==> config.mk <==
export PLATFORM = sky130hd
export DESIGN_NAME = sprite_blit
export DESIGN_NICKNAME = d
export VERILOG_FILES = /design/src/rtl/sprite_blit.sv
export SDC_FILE = /design/constraint.sdc
export NUM_CORES = 1
export LEC_CHECK = 0
export CAP_MARGIN = 20
export CELL_PAD_IN_SITES_DETAIL_PLACEMENT = 0
export CELL_PAD_IN_SITES_GLOBAL_PLACEMENT = 1
export CORE_MARGIN = 3
export CORE_UTILIZATION = 42
export CTS_CLUSTER_DIAMETER = 50
export DETAILED_ROUTE_END_ITERATION = 8
export GPL_ROUTABILITY_DRIVEN = 0
export PLACE_DENSITY = 0.94
export SETUP_SLACK_MARGIN = 0.15
export SYNTH_ARGS = -nofsm -noshare
export SYNTH_HDL_FRONTEND = slang
export SYNTH_SLANG_ARGS = --single-unit
==> constraint.sdc <==
create_clock -name clk -period 4.2 [get_ports clk]
set_input_delay 0.63 -clock clk [delete_from_list [all_inputs] [get_ports clk]]
set_output_delay 0.63 -clock clk [all_outputs]
set_load 0.01 [all_outputs]
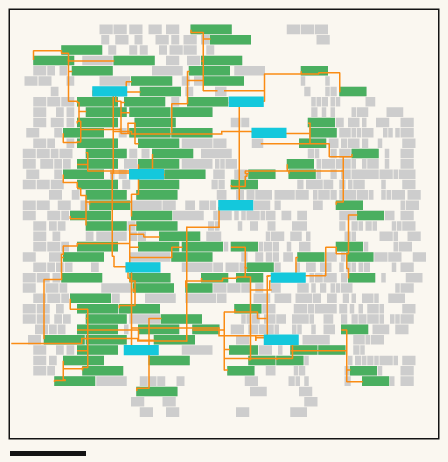
Fig. 1. Routed clock nets over the placement (run 1).
Bar = 20 um.
Key: flip-flops = green [count 96]; clock wires = orange [length 1,100 um]; cells driving clock nets = cyan [count 9]
There are 10 routed clock nets.
clock network power consumption: 0.810 mW
Setup Skew: 0.00951 ns
fraction of power consumed by the clock network: 0.358
clk ins delay skew pair: 0.34 ns

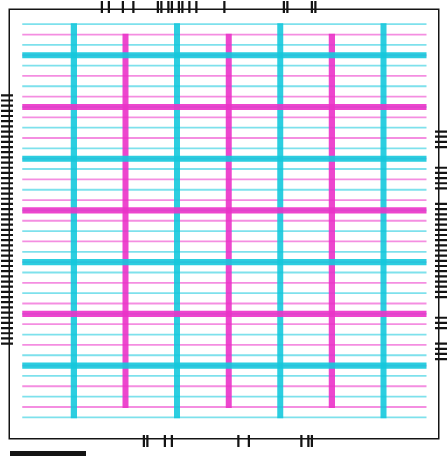
Fig. 2. PDN straps and rails (run 1).
Bar = 20 um. Pins as bars on the die edge.
Key: VDD = magenta; VSS = cyan
The core has 38 rows. 7 straps on met5.
largest voltage drop on the vdd net: 219 uV
Chip Width: 113 um
die extent in y: 113 um
area inside the core boundary: 11,000 um^2

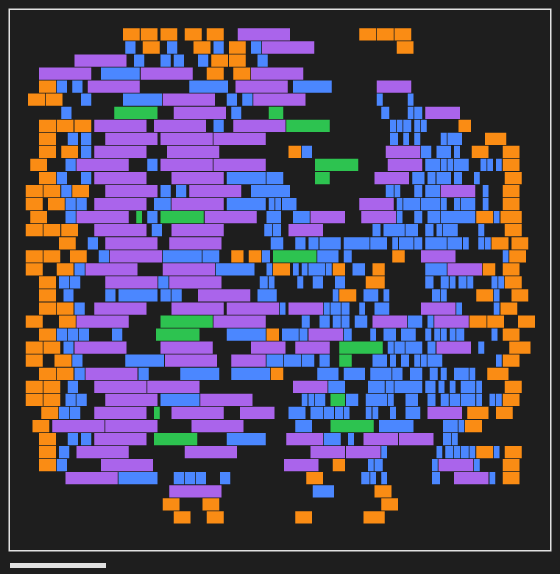
Fig. 3. Cells colored by class (run 1).
Bar = 20 um.
Key: other buffers and delay cells = orange [cells 121, share of their area 19%]; flip-flops = purple [cells 96, share of their area 42%]; clock drivers and dummy loads = green [cells 16, share of their area 4.8%]; all other logic = blue [cells 299, share of their area 34%]
final design area excluding fillers: 6340 um^2
final core utilization: 0.578

==> impl_metrics.csv <==
group,metric,value,unit
status,run_status,"completed",
place,placement.io_buffers,109,
power_and_ir_drop,net_switching_share_of_the_total_power,0.233,
timing,hold_violations,0,
global_route,number_of_antenna_violations_at_the_first_check_in_global_routing,0,
flow_run,log.warning_count,27,
global_route,grt_pass1_wl,16700,um
cells_and_area,layout_cells_excl_fill,672,
timing,layout_worst_path_cycle_share,0.943,
global_route,grt_start_max_net_pins,65,
setup_path,cp_max_fo,10,
place,dp_hpwl,7660,um
logic_synthesis,synth_sequential_area_ratio,0.538,
clocking,number_of_buffers_inserted_during_clock_tree_synthesis,9,
clocking,clkSlewWorstSetupHoldPaths,0.07,ns
cells_and_area,flip_flop_count_of_the_largest_register_after_layout,64,
logic_synthesis,netlist_area,4770,um^2
clocking,cts_buffer_depth,2,
logic_synthesis,yosys_cells,419,
timing,report.final.slew_viol_count,0,
global_route,global_route.overflow_total,0,
place,total_instance_count_after_detailed_placement,653,
timing,worst_pin_slew,0.792,ns
cells_and_area,nNetsFinal,626,
timing,max_freq,253,MHz
cells_and_area,area_growth,33.1,%
logic_synthesis,synth-area-yosys,4770,um^2
logic_synthesis,synth.lib_cells_used.distinct,44,
logic_synthesis,postSynthRegisterBits,96,
cells_and_area,layout-drive-gt1-share,0.102,
logic_synthesis,enable_flop_cells,64,
floorplan,initial_utilization,0.434,
logic_synthesis,synthesis.instances,419,
timing,setup_viol,0,
floorplan,row_count,38,
cells_and_area,layout_top_cells,"clkdlybuf4s50_1 (103), and2_1 (66), edfxtp_1 (64)",
power_and_ir_drop,powerDensity,356,nW/um^2
setup_path,setup.worst_path.end_class,"output pin",
route,drt-vias-per-instance,5.13,
setup_path,worst-endpoint-arrival,3.33,ns
timing,finalWorstPathRequiredPeriod,3.96,ns
route,wl,10400,um
clocking,cts_tree,"built",
floorplan,fp.dieArea,12700,um^2
worst_hold_path,hold_path.class,"reg2reg",
power_and_ir_drop,switching_power,0.526,mW
power_and_ir_drop,power.share.combinational,0.142,
timing,tns,0,ns
run 1: Yosys cell counts (2+ instances only):
library cell	count	area share
edfxtp_1	64	0.40
nor2_1	35	0.028
buf_2	4	0.0042
xnor2_1	9	0.017
xor2_1	6	0.011
fa_1	2	0.0084
a211oi_1	2	0.0031
nand2b_1	7	0.0092
inv_1	11	0.0087
a21o_1	4	0.0063
ha_1	10	0.026
nand2_1	49	0.039
a21oi_1	28	0.029
dfxtp_1	32	0.13
buf_1	3	0.0024
nand3b_1	3	0.0047
mux4_2	17	0.080
nor3_1	4	0.0042
a311oi_1	2	0.0037
mux2i_1	13	0.027
and2_1	66	0.087
nand4_1	2	0.0026
clkbuf_1	15	0.012
nand3_1	10	0.010
buf_4	2	0.0031
run 1: power by group through the flow:
| stage | clock network, mW | logic (mW) | registers [mW] |
|---|---|---|---|
| floorplan | 0 | 0.176 | 1.14 |
| global placement | 0 | 0.308 | 1.14 |
| detailed placement | 0 | 0.316 | 1.15 |
| CTS | 0.821 | 0.319 | 1.13 |
| global route | 0.858 | 0.352 | 1.14 |
| finish | 0.810 | 0.321 | 1.13 |
run 1: repair_timing:
item                       in CTS  in global routing
pin swaps                       0                  1
resized                         1                 10
setup buffers                   0                  2
setup endpoints to repair      19                 21
hold buffers                    0                  0
gates cloned                    0                  1
run 1: worst max-delay path, cell delays in order, from the launching register on:
cell	delay, ns
dfxtp_2	0.36
ha_1	0.19
inv_1	0.06
fa_1	0.40
inv_1	0.09
a21oi_1	0.10
or4_1	0.49
a311o_1	0.45
nand3_2	0.13
buf_4	0.18
nor2_1	0.06
clkdlybuf4s50_1	0.47
run 1: metrics by stage:
stage                     total power, mW  hold WS [ns]  instance area [um^2]
after floorplan                      1.31         0.440                  4770
after global placement               1.45         0.447                  6000
after detailed placement             1.47         0.455                  6000
after CTS                            2.27         0.470                  6300
after global routing                 2.35         0.499                  6340
final                                2.26         0.469                  6340
run 1: area by class of cell:
cell class / count / area (um^2)
clock inverters: 7 / 71.3
well taps: 140 / 175
repair buffers: 121 / 1200
inverters: 12 / 45.0
fillers: 937 / 4640
flip-flops and latches: 96 / 2560
clock buffers: 9 / 225
multi-input cells: 287 / 2060
run 1: metal layers:
| layer | up-vias | part of all wire | track usage |
|---|---|---|---|
| met5 | - | 0 | 0 |
| met2 | 135 | 0.49 | 0.277 |
| met1 | 1612 | 0.42 | 0.214 |
| met4 | 0 | 0.013 | 0.0625 |
| met3 | 14 | 0.075 | 0.0415 |
| li1 | 1686 | - | - |
run 1: kinds of logic after synthesis:
family,after synthesis,share of synthesized area
simple gates,183,0.195
flops,96,0.538
compound gates,45,0.0612
buf+inv,36,0.0310
mux,32,0.113
xor+xnor,15,0.0276
fa+ha+maj,12,0.0346
Power and IR drop assume default switching activity.
